Fig. 1: run 1, track usage over the die
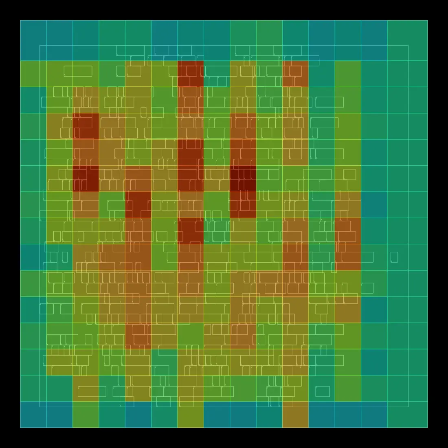
Fig. 2: run 1, nets reached from selected ports
The bar under the picture is 20 µm long.
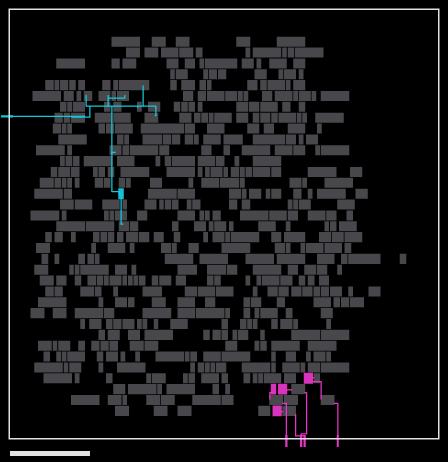
Fig. 3: run 1, floorplan with the power grid
The bar under the picture is 20 µm long. Pins as bars on the die edge.
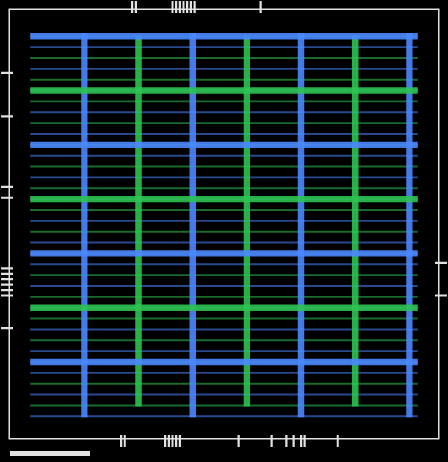
$ cat config.mk
export PLATFORM = sky130hd
export DESIGN_NAME = conv_frame_controller_flat
export DESIGN_NICKNAME = d
export VERILOG_FILES = /design/src/rtl/conv_frame_controller_if.sv /design/src/rtl/conv_frame_controller.sv /design/src/flat_wrapper.sv
export SDC_FILE = /design/constraint.sdc
export NUM_CORES = 1
export LEC_CHECK = 0
export CAP_MARGIN = 25
export CORE_MARGIN = 5
export CORE_UTILIZATION = 39
export DETAILED_ROUTE_END_ITERATION = 10
export HOLD_SLACK_MARGIN = 0.02
export SYNTH_ARGS = -nofsm -noshare
export SYNTH_HDL_FRONTEND = slang
export SYNTH_SLANG_ARGS = --single-unit
$ cat constraint.sdc
create_clock -name clk_i -period 3.7 [get_ports clk_i]
set_clock_uncertainty 0.2 [all_clocks]
set_input_delay 0.37 -clock clk_i [delete_from_list [all_inputs] [get_ports clk_i]]
set_output_delay 0.37 -clock clk_i [all_outputs]
set_load 0.02 [all_outputs]
$ cat src/rtl/conv_frame_controller_if.sv
// Bundled control/handshake signals between the KxK convolution frame controller
// and its surrounding datapath, image/result memories and stream endpoints.
interface conv_frame_controller_if #(
  parameter int ADDR_W = 8,
  parameter int TAP_W  = 4
);
  logic              start_i;
  logic              bypass_i;
  logic              abort_i;
  logic              in_valid_i;
  logic              in_ready_o;
  logic              img_wr_o;
  logic [ADDR_W-1:0] img_addr_o;
  logic              acc_clear_o;
  logic              acc_en_o;
  logic [TAP_W-1:0]  tap_idx_o;
  logic              res_wr_o;
  logic [ADDR_W-1:0] res_addr_o;
  logic              out_sel_o;
  logic              out_valid_o;
  logic              out_ready_i;
  logic              out_last_o;
  logic              busy_o;
  logic              done_o;

  // Environment side: drives requests and stream handshakes into the controller
  modport master (
    output start_i, bypass_i, abort_i, in_valid_i, out_ready_i,
    input  in_ready_o, img_wr_o, img_addr_o, acc_clear_o, acc_en_o, tap_idx_o,
           res_wr_o, res_addr_o, out_sel_o, out_valid_o, out_last_o, busy_o, done_o
  );

  modport slave (
    input  start_i, bypass_i, abort_i, in_valid_i, out_ready_i,
    output in_ready_o, img_wr_o, img_addr_o, acc_clear_o, acc_en_o, tap_idx_o,
           res_wr_o, res_addr_o, out_sel_o, out_valid_o, out_last_o, busy_o, done_o
  );
endinterface

$ cat src/rtl/conv_frame_controller.sv
// Frame sequencer for the streaming KxK convolution engine: loads a frame, walks
// kernel taps over every valid window, writes results, then streams them out.
module conv_frame_controller #(
  parameter int IMG_W  = 8,
  parameter int IMG_H  = 6,
  parameter int K      = 3,
  parameter int ADDR_W = 8,
  parameter int TAP_W  = 4
) (
  input logic                   clk_i,
  input logic                   rst_i,
  conv_frame_controller_if.slave bus
);
  localparam int OW = IMG_W - K + 1;
  localparam int OH = IMG_H - K + 1;

  localparam logic [ADDR_W-1:0] NPIX_M1 = ADDR_W'(IMG_W * IMG_H - 1);
  localparam logic [ADDR_W-1:0] NWIN_M1 = ADDR_W'(OW * OH - 1);
  localparam logic [ADDR_W-1:0] OW_M1   = ADDR_W'(OW - 1);
  localparam logic [ADDR_W-1:0] OH_M1   = ADDR_W'(OH - 1);
  localparam logic [ADDR_W-1:0] OW_A    = ADDR_W'(OW);
  localparam logic [ADDR_W-1:0] IMG_W_A = ADDR_W'(IMG_W);
  localparam logic [ADDR_W-1:0] A_ONE   = ADDR_W'(1);
  localparam logic [TAP_W-1:0]  K_M1    = TAP_W'(K - 1);
  localparam logic [TAP_W-1:0]  TAPS_M1 = TAP_W'(K * K - 1);
  localparam logic [TAP_W-1:0]  T_ONE   = TAP_W'(1);

  typedef enum logic [2:0] {
    S_IDLE,
    S_LOAD,
    S_CALC,
    S_WRITE,
    S_OUTPUT
  } state_t;

  state_t            state_q, state_d;
  logic              start_q, bypass_q, done_q;
  logic [ADDR_W-1:0] pix_q, out_idx_q, wr_q, wc_q;
  logic [TAP_W-1:0]  t_q, tr_q, tc_q;

  logic              start_acc, in_fire, out_fire;
  logic              last_tap, last_col, last_win, out_last;
  logic [ADDR_W-1:0] nout_m1;

  assign start_acc = bus.start_i && !start_q && (state_q == S_IDLE);
  assign in_fire   = (state_q == S_LOAD) && bus.in_valid_i;
  assign out_fire  = (state_q == S_OUTPUT) && bus.out_ready_i;
  assign last_tap  = (t_q == TAPS_M1);
  assign last_col  = (wc_q == OW_M1);
  assign last_win  = (wr_q == OH_M1) && last_col;
  assign nout_m1   = bypass_q ? NPIX_M1 : NWIN_M1;
  assign out_last  = (out_idx_q == nout_m1);

  // Abort beats the normal flow in every active state; it is ignored in IDLE
  always_comb begin
    state_d = state_q;
    if (bus.abort_i && (state_q != S_IDLE)) begin
      state_d = S_IDLE;
    end else begin
      case (state_q)
        S_IDLE:   if (start_acc) state_d = S_LOAD;
        S_LOAD:   if (in_fire && (pix_q == NPIX_M1)) state_d = bypass_q ? S_OUTPUT : S_CALC;
        S_CALC:   if (last_tap) state_d = S_WRITE;
        S_WRITE:  state_d = last_win ? S_OUTPUT : S_CALC;
        S_OUTPUT: if (out_fire && out_last) state_d = S_IDLE;
        default:  state_d = S_IDLE;
      endcase
    end
  end

  always_comb begin
    bus.in_ready_o  = 1'b0;
    bus.img_wr_o    = 1'b0;
    bus.img_addr_o  = '0;
    bus.acc_clear_o = 1'b0;
    bus.acc_en_o    = 1'b0;
    bus.tap_idx_o   = '0;
    bus.res_wr_o    = 1'b0;
    bus.res_addr_o  = '0;
    bus.out_sel_o   = 1'b0;
    bus.out_valid_o = 1'b0;
    bus.out_last_o  = 1'b0;
    bus.busy_o      = (state_q != S_IDLE);
    bus.done_o      = done_q;
    case (state_q)
      S_LOAD: begin
        bus.in_ready_o = 1'b1;
        bus.img_wr_o   = bus.in_valid_i;
        bus.img_addr_o = pix_q;
      end
      S_CALC: begin
        bus.acc_en_o    = 1'b1;
        bus.acc_clear_o = (t_q == '0);
        bus.tap_idx_o   = t_q;
        bus.img_addr_o  = (wr_q + ADDR_W'(tr_q)) * IMG_W_A + wc_q + ADDR_W'(tc_q);
      end
      S_WRITE: begin
        bus.res_wr_o   = 1'b1;
        bus.res_addr_o = wr_q * OW_A + wc_q;
      end
      // Both buffers are async-read, so the index is presented directly
      S_OUTPUT: begin
        bus.out_valid_o = 1'b1;
        bus.out_sel_o   = bypass_q;
        bus.out_last_o  = out_last;
        if (bypass_q) bus.img_addr_o = out_idx_q;
        else          bus.res_addr_o = out_idx_q;
      end
      default: ;
    endcase
  end

  always_ff @(posedge clk_i) begin
    if (rst_i) begin
      state_q   <= S_IDLE;
      start_q   <= 1'b0;
      bypass_q  <= 1'b0;
      done_q    <= 1'b0;
      pix_q     <= '0;
      out_idx_q <= '0;
      wr_q      <= '0;
      wc_q      <= '0;
      t_q       <= '0;
      tr_q      <= '0;
      tc_q      <= '0;
    end else begin
      state_q <= state_d;
      start_q <= bus.start_i;
      done_q  <= 1'b0;
      if ((bus.abort_i && (state_q != S_IDLE)) || start_acc) begin
        if (start_acc) bypass_q <= bus.bypass_i;
        pix_q     <= '0;
        out_idx_q <= '0;
        wr_q      <= '0;
        wc_q      <= '0;
        t_q       <= '0;
        tr_q      <= '0;
        tc_q      <= '0;
      end else begin
        case (state_q)
          S_LOAD: if (in_fire) pix_q <= pix_q + A_ONE;
          // Tap row/col counters track t so no divider is needed for t/K, t%K
          S_CALC: begin
            if (last_tap) begin
              t_q  <= '0;
              tr_q <= '0;
              tc_q <= '0;
            end else begin
              t_q <= t_q + T_ONE;
              if (tc_q == K_M1) begin
                tc_q <= '0;
                tr_q <= tr_q + T_ONE;
              end else begin
                tc_q <= tc_q + T_ONE;
              end
            end
          end
          S_WRITE: begin
            if (last_win) begin
              wr_q      <= '0;
              wc_q      <= '0;
              out_idx_q <= '0;
            end else if (last_col) begin
              wc_q <= '0;
              wr_q <= wr_q + A_ONE;
            end else begin
              wc_q <= wc_q + A_ONE;
            end
          end
          S_OUTPUT: begin
            if (out_fire) begin
              if (out_last) begin
                out_idx_q <= '0;
                done_q    <= 1'b1;
              end else begin
                out_idx_q <= out_idx_q + A_ONE;
              end
            end
          end
          default: ;
        endcase
      end
    end
  end
endmodule
$ cat src/flat_wrapper.sv
// flat-port wrapper written by rule: the top's interface ports become plain ports
module conv_frame_controller_flat 
#(
  parameter int IMG_W  = 8,
  parameter int IMG_H  = 6,
  parameter int K      = 3,
  parameter int ADDR_W = 8,
  parameter int TAP_W  = 4
)
  (clk_i, rst_i, bus_start_i, bus_bypass_i, bus_abort_i, bus_in_valid_i, bus_out_ready_i, bus_in_ready_o, bus_img_wr_o, bus_img_addr_o, bus_acc_clear_o, bus_acc_en_o, bus_tap_idx_o, bus_res_wr_o, bus_res_addr_o, bus_out_sel_o, bus_out_valid_o, bus_out_last_o, bus_busy_o, bus_done_o);
  conv_frame_controller_if #(.ADDR_W(ADDR_W), .TAP_W(TAP_W)) bus_i ();
  input logic clk_i;
  input logic rst_i;
  input wire logic [$bits(bus_i.start_i)-1:0] bus_start_i;
  input wire logic [$bits(bus_i.bypass_i)-1:0] bus_bypass_i;
  input wire logic [$bits(bus_i.abort_i)-1:0] bus_abort_i;
  input wire logic [$bits(bus_i.in_valid_i)-1:0] bus_in_valid_i;
  input wire logic [$bits(bus_i.out_ready_i)-1:0] bus_out_ready_i;
  output wire logic [$bits(bus_i.in_ready_o)-1:0] bus_in_ready_o;
  output wire logic [$bits(bus_i.img_wr_o)-1:0] bus_img_wr_o;
  output wire logic [$bits(bus_i.img_addr_o)-1:0] bus_img_addr_o;
  output wire logic [$bits(bus_i.acc_clear_o)-1:0] bus_acc_clear_o;
  output wire logic [$bits(bus_i.acc_en_o)-1:0] bus_acc_en_o;
  output wire logic [$bits(bus_i.tap_idx_o)-1:0] bus_tap_idx_o;
  output wire logic [$bits(bus_i.res_wr_o)-1:0] bus_res_wr_o;
  output wire logic [$bits(bus_i.res_addr_o)-1:0] bus_res_addr_o;
  output wire logic [$bits(bus_i.out_sel_o)-1:0] bus_out_sel_o;
  output wire logic [$bits(bus_i.out_valid_o)-1:0] bus_out_valid_o;
  output wire logic [$bits(bus_i.out_last_o)-1:0] bus_out_last_o;
  output wire logic [$bits(bus_i.busy_o)-1:0] bus_busy_o;
  output wire logic [$bits(bus_i.done_o)-1:0] bus_done_o;
  assign bus_i.start_i = bus_start_i;
  assign bus_i.bypass_i = bus_bypass_i;
  assign bus_i.abort_i = bus_abort_i;
  assign bus_i.in_valid_i = bus_in_valid_i;
  assign bus_i.out_ready_i = bus_out_ready_i;
  assign bus_in_ready_o = bus_i.in_ready_o;
  assign bus_img_wr_o = bus_i.img_wr_o;
  assign bus_img_addr_o = bus_i.img_addr_o;
  assign bus_acc_clear_o = bus_i.acc_clear_o;
  assign bus_acc_en_o = bus_i.acc_en_o;
  assign bus_tap_idx_o = bus_i.tap_idx_o;
  assign bus_res_wr_o = bus_i.res_wr_o;
  assign bus_res_addr_o = bus_i.res_addr_o;
  assign bus_out_sel_o = bus_i.out_sel_o;
  assign bus_out_valid_o = bus_i.out_valid_o;
  assign bus_out_last_o = bus_i.out_last_o;
  assign bus_busy_o = bus_i.busy_o;
  assign bus_done_o = bus_i.done_o;
  conv_frame_controller #(.IMG_W(IMG_W), .IMG_H(IMG_H), .K(K), .ADDR_W(ADDR_W), .TAP_W(TAP_W)) u_core (.clk_i(clk_i), .rst_i(rst_i), .bus(bus_i));
endmodule
==> results_slide.txt, run 1 <==
Physical Implementation Snapshot

Logic synthesis
  • Mux cell area share: 0.543%
  • Count of cell types in the netlist: 47
  • Dominant kind of combinational cell: simple AND/OR/NAND/NOR gates
  • Aoi share: 16.2%
  • Yosys chip area: 3690 µm²
  • Syn nets: 511
  • Synthesized area: 3690 µm²
  • Yosys warns: 0
  • Main flop type after synthesis: dfxtp_1
  • Synthesized area per cell: 8.12 µm²
  • Syn Inst Count: 454
  • Post-synth top cells: nor2_1 (56), dfxtp_1 (50), ha_1 (45), nand2_1 (43), a21oi_1 (38)
  • Post-synth EDFFs: 0
  • Synthesized-area fraction occupied by adder cells: 18.0%

Setup path
  • End of the critical path: bus_img_addr_o[3]
  • Reg2reg setup slack: 1.04 ns
  • Crit. path cell count: 9
  • Worst setup startpoint: u_core.tr_q[0]
  • Worst path bufs/invs: 2
  • Critical path startpoint category: flop
  • Crit-path cells: ha_1, fa_1, ha_1, buf_4, xnor2_1, nor2_1, a21oi_1, o21ai_0, clkdlybuf4s50_1
  • Worst R2R Start: u_core.bypass_q
  • CP max FO: 3
  • Slowest cell on crit path: clkdlybuf4s50_1

Final timing
  • Final period util: 95.6%
  • Max-slew headroom: 48.4%
  • Min cycle time layout: 3.54 ns
  • Final hold slack: 0.300 ns

Power and ir drop
  • Comb. pwr: 318 µW
  • Clock net power: 392 µW
  • Clock Power Share: 30.4%
  • Switching fraction of total power: 33.5%
  • Pwr top: registers
  • LEAKAGE: 0.00202 µW
  • Seq pwr: 580 µW
  • Int Pwr: 858 µW
  • Seq pwr share: 45.0%
  • Net Sw Power: 432 µW

CTS
  • TritonCTS clock tree: built
  • Resized cells post-CTS: 13
  • Clk_lat worst skew: 0.31 ns
  • Clk buf depth: 2
  • CTS Root Cell: clkbuf_8
  • H-tree depth: 2

Layout
  • Fraction of layout cells with a size suffix above 1: 8.37%
  • Logic area: 2550 µm²
  • Clock buffer count: 5
  • NumNets Final: 558
  • Seq/total area: 22.8%
  • Top cell excl fill/tap: nor2_1
  • Top cell category: combinational gates
  • Multi-In Gates: 363
  • Non-Clock Buffer Count: 53
  • Fin cells: 631
  • NonClk Buf Share: 10.8%
  • Synthesis-to-finish area growth: 19.3%

Run
  • Tool Warnings: 34

GRT
  • Largest net degree at the start of global routing: 16
  • Vias in the first global route: 3,097
  • First-pass GRT wire length: 15,800 µm
  • Initial antenna violation count: 0
  • GRT Total Usage: 17.1%

Run status
  • Status: completed

Drt
  • Routed via count: 3,279
  • DRT iter0 DRCs: 164
  • DRT Pass-1 Iters: 5
  • Routed metal-1 wire length: 4370 µm
  • # DRC: 0
  • Final WL: 9410 µm
  • Routed wl met2: 4570 µm
  • Vias per Instance: 5.20

Floorplanning
  • Chip area: 11,500 µm²
  • Fp util: 39.9%
  • Rows: 35

Place
  • Placed cell areas: 4290 µm²
  • Gpl congestion: 0.859
  • DPL Wire Length: 7380 µm
  • Placed cells: 623

Hold path
  • Min-delay worst type: reg2reg
  • Hold endpoint: u_core.t_q[1]
Notes on Fig. 1 above:
DR WL/cell: 14.9 µm
met3 Use GR: 3.19%

Notes on Fig. 2 above:
legend:
  magenta:
    port: bus_tap_idx_o
    bits: 4
    direction: output
    end_cells: 4
    wire: 50.9 µm
  cyan:
    port: bus_out_valid_o
    bits: 1
    direction: output
    end_cells: 1
    wire: 96.1 µm
io pins: 37
# port buffers: 36

Notes on Fig. 3 above:
legend:
  blue:
    net: VSS
  green:
    net: VDD
met5 straps: 7
met4 straps: 7
rows: 35
Die W: 107 µm
Worst VDD drop: 241 µV
Die H: 107 µm
Core Area: 9240 µm²

==> run 1 -> run 2 <==
Settings changed: SKIP_LAST_GASP set to 1.
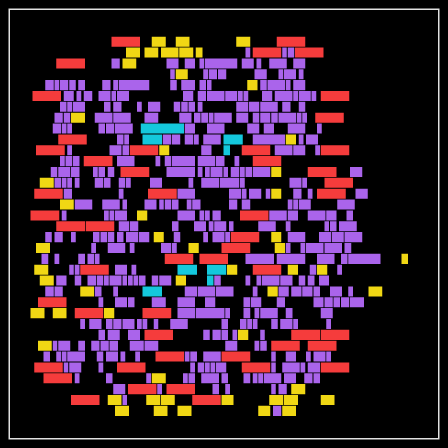
Fig. 4. Placed cells, one color a class (run 2).
legend:
  purple:
    class: combinational and other logic
    cells: 391
  yellow:
    class: remaining buffers and delay cells
    cells: 53
  red:
    class: sequential cells
    cells: 50
  cyan:
    class: clock drivers and dummy loads
    cells: 8
Seq/total area: 22.8%
Final Util: 47.5%

==> run 2 against run 1 <==
Compared with the run above:
- worst hold slack about the same
- first-iteration DRC count decreased by 14%
- count of clock-buffer cells in the layout unchanged
- via count unchanged
- area after synthesis unchanged
- non-clock buffer count unchanged
- synthesized cell count unchanged
- total power decreased by 0.14%
- critical path depth increased by 3
- fmax decreased by 2.6%
==> results_slide.txt, run 2 <==
Physical Implementation Snapshot

Floorplanning
  • Core Area: 9240 µm²
  • Io pins: 37
  • Die H: 107 µm
  • Chip area: 11,500 µm²
  • Rows: 35
  • Die W: 107 µm

Drt
  • DRT Pass-1 Iters: 5
  • Routed metal-1 wire length: 4400 µm
  • # DRC: 0
  • Routed wl met2: 4590 µm
  • DRT iter0 DRCs: 141
  • Final WL: 9380 µm
  • Routed via count: 3,279
  • DR WL/cell: 14.9 µm

Setup path
  • End of the critical path: bus_img_addr_o[7]
  • CP max FO: 4
  • Slowest cell on crit path: fa_1
  • Worst R2R Start: u_core.bypass_q
  • Worst setup startpoint: u_core.wr_q[0]
  • Critical path startpoint category: flop
  • Worst path bufs/invs: 3
  • Crit. path cell count: 12
  • Reg2reg setup slack: 1.05 ns

Power and ir drop
  • Seq pwr: 580 µW
  • Switching fraction of total power: 33.4%
  • Clock Power Share: 30.4%
  • Seq pwr share: 45.0%
  • Worst VDD drop: 240 µV
  • Clock net power: 391 µW
  • LEAKAGE: 0.00202 µW
  • Pwr top: registers

Place
  • Placed cells: 623
  • Placed cell areas: 4290 µm²
  • Gpl congestion: 0.859
  • DPL Wire Length: 7380 µm

CTS
  • Clk buf depth: 2
  • CTS Root Cell: clkbuf_8
  • TritonCTS clock tree: built
  • Resized cells post-CTS: 8
  • H-tree depth: 2

GRT
  • Initial antenna violation count: 0
  • Most Crowded Layer GR: met2
  • Met3 Use GR: 2.83%
  • Vias in the first global route: 3,098
  • First-pass GRT wire length: 15,900 µm

Logic synthesis
  • Main flop type after synthesis: dfxtp_1
  • Post-synth EDFFs: 0
  • Mux cell area share: 0.543%
  • Yosys warns: 0
  • Aoi share: 16.2%
  • Count leader, synth: nor2_1
  • Syn Inst Count: 454
  • Synthesized area: 3690 µm²
  • Count of cell types in the netlist: 47
  • Syn nets: 511

Layout
  • Top cell excl fill/tap: nor2_1
  • Multi-In Gates: 363
  • Top cell category: combinational gates
  • Synthesis-to-finish area growth: 19.1%
  • Clock buffer count: 5
  • Non-Clock Buffer Count: 53
  • Fin cells: 631
  • NonClk Buf Share: 10.9%
  • Fraction of layout cells with a size suffix above 1: 7.77%
  • NumNets Final: 558
  • Logic area: 2540 µm²

Hold path
  • Hold endpoint: u_core.t_q[1]
  • Min-delay worst type: reg2reg

Final timing
  • Final hold slack: 0.300 ns
  • Min cycle time layout: 3.63 ns

Run
  • Tool Warnings: 36

Run status
  • Status: completed
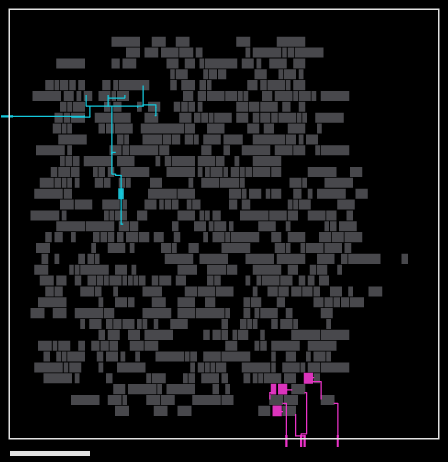
Fig. 5. Nets reached from selected ports (run 2).
The bar under the picture is 20 µm long.
legend:
  cyan:
    port: bus_out_valid_o
    bits: 1
    direction: output
    end_cells: 1
    wire: 96.6 µm
  magenta:
    port: bus_tap_idx_o
    bits: 4
    direction: output
    end_cells: 4
    wire: 50.9 µm

Power and IR drop assume default switching activity.
